`config.mk`:
```
export PLATFORM = sky130hd
export DESIGN_NAME = lane_arbiter_rr
export DESIGN_NICKNAME = d
export VERILOG_FILES = /design/src/rtl/lane_arbiter_rr.sv
export SDC_FILE = /design/constraint.sdc
export NUM_CORES = 1
export LEC_CHECK = 0
export CORE_ASPECT_RATIO = 0.8
export CORE_MARGIN = 2
export CORE_UTILIZATION = 55
export CTS_CLUSTER_SIZE = 25
export DETAILED_ROUTE_END_ITERATION = 8
export GPL_TIMING_DRIVEN = 0
export PLACE_DENSITY_LB_ADDON = 0.25
export REMOVE_ABC_BUFFERS = 1
export SKIP_LAST_GASP = 1
export SLEW_MARGIN = 20
export SYNTH_ARGS = -nofsm -noshare
export SYNTH_HDL_FRONTEND = slang
export SYNTH_SLANG_ARGS = --single-unit
```
`constraint.sdc`:
```
create_clock -name clk_1 -period 4.2 [get_ports clk_1]
set_input_delay 1.26 -clock clk_1 [delete_from_list [all_inputs] [get_ports clk_1]]
set_output_delay 1.26 -clock clk_1 [all_outputs]
set_load 0.01 [all_outputs]
```
`src/rtl/lane_arbiter_rr.sv`:
```
// Four-lane FIFO-buffered round-robin arbiter with a registered output stage.
// Define LANE0_PRIORITY_EN to give lane 0 strict priority over lanes 1..3.
//
// state | meaning
// EMPTY | output register holds no word (validOut=0)
// HOLD  | output register holds a word awaiting readyOut (validOut=1)
module lane_arbiter_rr #(
  parameter int DEPTH = 2
) (
  input  logic       clk_1,
  input  logic       reset,
  input  logic [7:0] dataIn0,
  input  logic [7:0] dataIn1,
  input  logic [7:0] dataIn2,
  input  logic [7:0] dataIn3,
  input  logic       validIn0,
  input  logic       validIn1,
  input  logic       validIn2,
  input  logic       validIn3,
  output logic       readyIn0,
  output logic       readyIn1,
  output logic       readyIn2,
  output logic       readyIn3,
  output logic [7:0] dataOut,
  output logic       validOut,
  input  logic       readyOut,
  output logic [1:0] grant
);

  localparam int PW = $clog2(DEPTH);
  localparam int CW = $clog2(DEPTH + 1);
  localparam logic [CW-1:0] FULL = CW'(DEPTH);

  typedef enum logic {EMPTY, HOLD} stateT;

  stateT state, stateNext;

  logic [7:0]    mem [4][DEPTH];
  logic [PW-1:0] rdPtr [4];
  logic [PW-1:0] wrPtr [4];
  logic [CW-1:0] count [4];
  logic [7:0]    dataVec [4];

  logic [3:0] validVec, readyVec, nonEmpty, pushVec, popVec;
  logic [1:0] lastGrant, pick, rrIdx;
  logic       found, load;

  assign dataVec[0] = dataIn0;
  assign dataVec[1] = dataIn1;
  assign dataVec[2] = dataIn2;
  assign dataVec[3] = dataIn3;
  assign validVec   = {validIn3, validIn2, validIn1, validIn0};

  assign readyIn0 = readyVec[0];
  assign readyIn1 = readyVec[1];
  assign readyIn2 = readyVec[2];
  assign readyIn3 = readyVec[3];

  assign validOut = (state == HOLD);

  // Acceptance looks only at the current count, so a full lane stays closed even while popped.
  always_comb begin
    nonEmpty = '0;
    readyVec = '0;
    pushVec  = '0;
    for (int i = 0; i < 4; i++) begin
      nonEmpty[i] = (count[i] != '0);
      readyVec[i] = !reset && (count[i] < FULL);
      pushVec[i]  = validVec[i] && readyVec[i];
    end
  end

  always_comb begin
    pick  = '0;
    found = 1'b0;
    rrIdx = '0;
    for (int k = 1; k <= 4; k++) begin
      rrIdx = lastGrant + 2'(k);
      if (!found && nonEmpty[rrIdx]) begin
        pick  = rrIdx;
        found = 1'b1;
      end
    end
`ifdef LANE0_PRIORITY_EN
    if (nonEmpty[0]) pick = 2'd0;
`endif
  end

  always_comb begin
    stateNext = state;
    load      = ((state == EMPTY) || readyOut) && (|nonEmpty);
    popVec    = load ? (4'b0001 << pick) : 4'b0000;
    if (load) stateNext = HOLD;
    else if (state == HOLD && readyOut) stateNext = EMPTY;
  end

  always_ff @(posedge clk_1) begin
    if (reset) begin
      state     <= EMPTY;
      dataOut   <= '0;
      grant     <= '0;
      lastGrant <= 2'd3;
      for (int i = 0; i < 4; i++) begin
        rdPtr[i] <= '0;
        wrPtr[i] <= '0;
        count[i] <= '0;
      end
    end else begin
      state <= stateNext;
      if (load) begin
        dataOut <= mem[pick][rdPtr[pick]];
        grant   <= pick;
`ifdef LANE0_PRIORITY_EN
        if (pick != 2'd0) lastGrant <= pick;
`else
        lastGrant <= pick;
`endif
      end
      for (int i = 0; i < 4; i++) begin
        if (pushVec[i]) wrPtr[i] <= wrPtr[i] + 1'b1;
        if (popVec[i])  rdPtr[i] <= rdPtr[i] + 1'b1;
        case ({pushVec[i], popVec[i]})
          2'b10:   count[i] <= count[i] + 1'b1;
          2'b01:   count[i] <= count[i] - 1'b1;
          default: count[i] <= count[i];
        endcase
      end
    end
  end

  // Storage carries no reset; pushes are already blocked while reset is high.
  always_ff @(posedge clk_1) begin
    for (int i = 0; i < 4; i++) begin
      if (pushVec[i]) mem[i][wrPtr[i]] <= dataVec[i];
    end
  end

endmodule

```
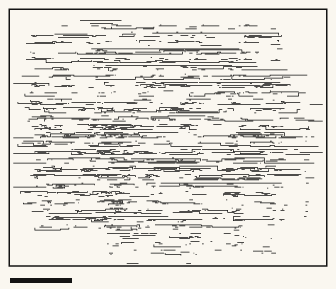
**Above:** the metal 1 layer.
Scale bar: 20 um.
share of all routed wire: 47%
main direction: horizontal
longest straight run: 47.8 um
wire length on this layer: 3740 um
nets with wire on the layer: 366

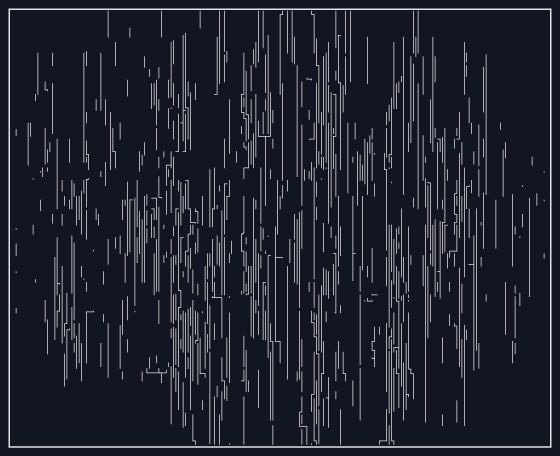
**Above:** the metal 2 layer.
nets with wire on the layer: 360
longest straight run: 37.4 um

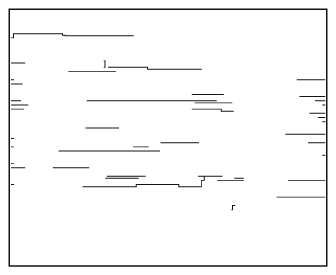
**Above:** the metal 3 layer.
share of all routed wire: 5.4%
longest straight run: 41.9 um
main direction: horizontal
wire length on this layer: 430 um
final wirelength: 7970 um
via count: 2606
routing usage on met3: 0.0547

-- cells by family (layout without fill, tap and decap cells) --
family / count (synthesis) / in the layout / synth area share
DFF: 93 / 93 / 0.623
and+or+nand+nor: 91 / 91 / 0.109
AOI/OAI and AO/OA: 47 / 47 / 0.0970
muxes: 41 / 41 / 0.106
adders and majority gates: 10 / 10 / 0.0293
buffers and inverters: 23 / 77 / 0.0267
xor gates and xnor gates: 4 / 4 / 0.00820
-- metrics by stage --
step           power (mW)  setup TNS [ps]  hold WS [ps]   util  cells
3_5_place_dp         2.77           -1020           454  0.650    452
6_report             3.36               0           464  0.678    468
2_1_floorplan        2.36               0           474      -    294
4_1_cts              3.37               0           467  0.678    468
3_3_place_gp         2.72            -900           448  0.650    452
5_1_grt              3.56               0           494  0.678    468
==> Changelog: implementation <==
## Implementation

* Period minus WS final at 3750 ps
* Critical Path End: readyIn1
* Slowest stage delay, CP at 580 ps
* Hold Path Stages at 2
* Comb group at 1.40 mW
* Layout cells sized above 1 at 0.146
* Die area at 8490 um^2
* Most area-hungry cell type in the Yosys netlist: edfxtp_1
* PostCTS Resize Cnt at 1
* WL per Instance at 17.0 um
* Cell area after synthesis at 4270 um^2
* WP data arrival at 2490 ps
* Fmax achieved at 266 MHz
* Final ANT Viol Nets at 0
* Final Cell Area at 5060 um^2
* Fin. max-slew vios at 0
* Critical Path Slowest Stage Cell: clkdlybuf4s50_1
* Worst skew pair latency at 350 ps
* PD cells at 665 nW/um^2
* Non-CTS buffers at 53
* GRT overflow at 0
* Outcome: completed
* Vias in the first global route at 2618
* GPL Wtd Cong at 0.820
* Worst Path Required at 2940 ps
* Worst Tran Pin Value at 862 ps
* Flop pwr share at 0.404
* Initial antenna violation count at 0
* Reg2Reg Launch Point: count[3][0]
* Invs w/o clock at 8
* MI comb cells at 193
* R2R depth at 11
* Die X-Extent at 103 um
* Clock sink count at 93
* Yosys stat area at 4270 um^2
* Met3 wire length at 429 um
* Clk buf depth at 2
* Async S/R FF share, synth at 0
* Hold path startpoint: grant[1]
* NonClk Buf Share at 0.104
* Layout area overhead at 18.4%
* CTS Root Buffer Type: clkbuf_8
* Htree depth at 3
* Reg clk slew, reported paths at 90 ps
* CTS buffer count at 9
* Crit path depth at 3
* Rel. slew slack at 0.423
* Synth Warn # at 0
* Initial DRC Count at 142
* Switching Fraction at 0.368
* Logic share of the area at 0.296
* Fraction of area in registers at 0.526
* Clock Power at 0.607 mW
* Top cells, area: edfxtp_1, dfxtp_1, mux2i_1, ha_1, mux2_2
* Met2 usage at 0.303
* Main flop type: edfxtp_1
* Vias per inst at 5.57
* Critical-path cell list: clkbuf_2 -> nor2_1 -> clkdlybuf4s50_1
* Slack of the critical path at 447 ps
* Leak Pwr at 1.81 nW
* Hold Path Sink: grant[1]
* Seq power at 1.36 mW
* Hold buffers post-CTS at 0
* Ys cells at 309
* Final clock-cell share at 0.0421
* Commonest Layout Cell: edfxtp_1
* Crit start category: primary input
* Placed instance area at 4850 um^2
* Reg2Reg Setup Slack at 1000 ps
* Log Warnings at 30
* Flip-flops with a built-in enable at 80
* First-pass GRT wire length at 12600 um
* Flop count at 93
* Core Area at 7460 um^2
* Syn avg cell area at 13.8 um^2
* DR top layer: met4
* Logic area at 1500 um^2
* DIE HEIGHT at 82.8 um
* Post-synth top cells: edfxtp_1, nor2_1, mux2i_1, nand2_1, nor3_1
* Max reg flops at 64
* Grt met1 use at 0.284
* Crit path buf inv count at 2
* # clk buffers at 13
* Cycle use final at 0.893
* MaxCap Viol Count at 0
* GRT Total Usage at 0.197
* RSZ-0062 raised after global routing: false
* Filler instances at 555
* Yosys cell types at 42
* Metal2 WL at 3730 um
* Worst-path maximum fanout at 31
* Critical path class: primary input to output pin
* Type of the worst min-delay path: register to register
* Family with the most delay on the worst path: buffers and inverters
* Clock Power Share at 0.181
* Most frequent cells in the layout: edfxtp_1, clkdlybuf4s50_1, nor2_1
* FF/Latch Area at 2660 um^2
* Peak VDD IR at 426 uV
* M1 WL at 3740 um
* Post-CTS repair timing setup buffer count at 0
* Top Consumer: combinational logic
* Remaining DRCs at 0
* Site row count at 28
* Number of antenna diodes at 0
* Internal power at 2.12 mW
* Final HPWL DP at 5640 um
* Register bit total from synthesis at 93
* Clock skew at 5.54 ps
* FP Util at 0.572
* # IOs at 54
* Worst slack, placed at -287 ps
* Setup violators final at 0
* Psw at 1.24 mW
* Nets at 407
* Taps Inserted at 105
* Port Buf Inserts at 53
* Worst R2R End: count[1][1]
* Comb pwr share at 0.416
* Most common cell in the netlist: edfxtp_1
* Final hold violation count at 0
* Element type at the critical path end: output pin
* Top cell category: registers
* CTS tree: done
* Worst setup path start: reset
* Largest net degree at the start of global routing at 32
* Mapped Cells at 309
* Seq/Total Area, Yosys at 0.623
* First-pass iteration count of the detailed router at 4
* Max-area cell share at 0.562
No activity file was given, so power comes from the tool's default toggle rates.
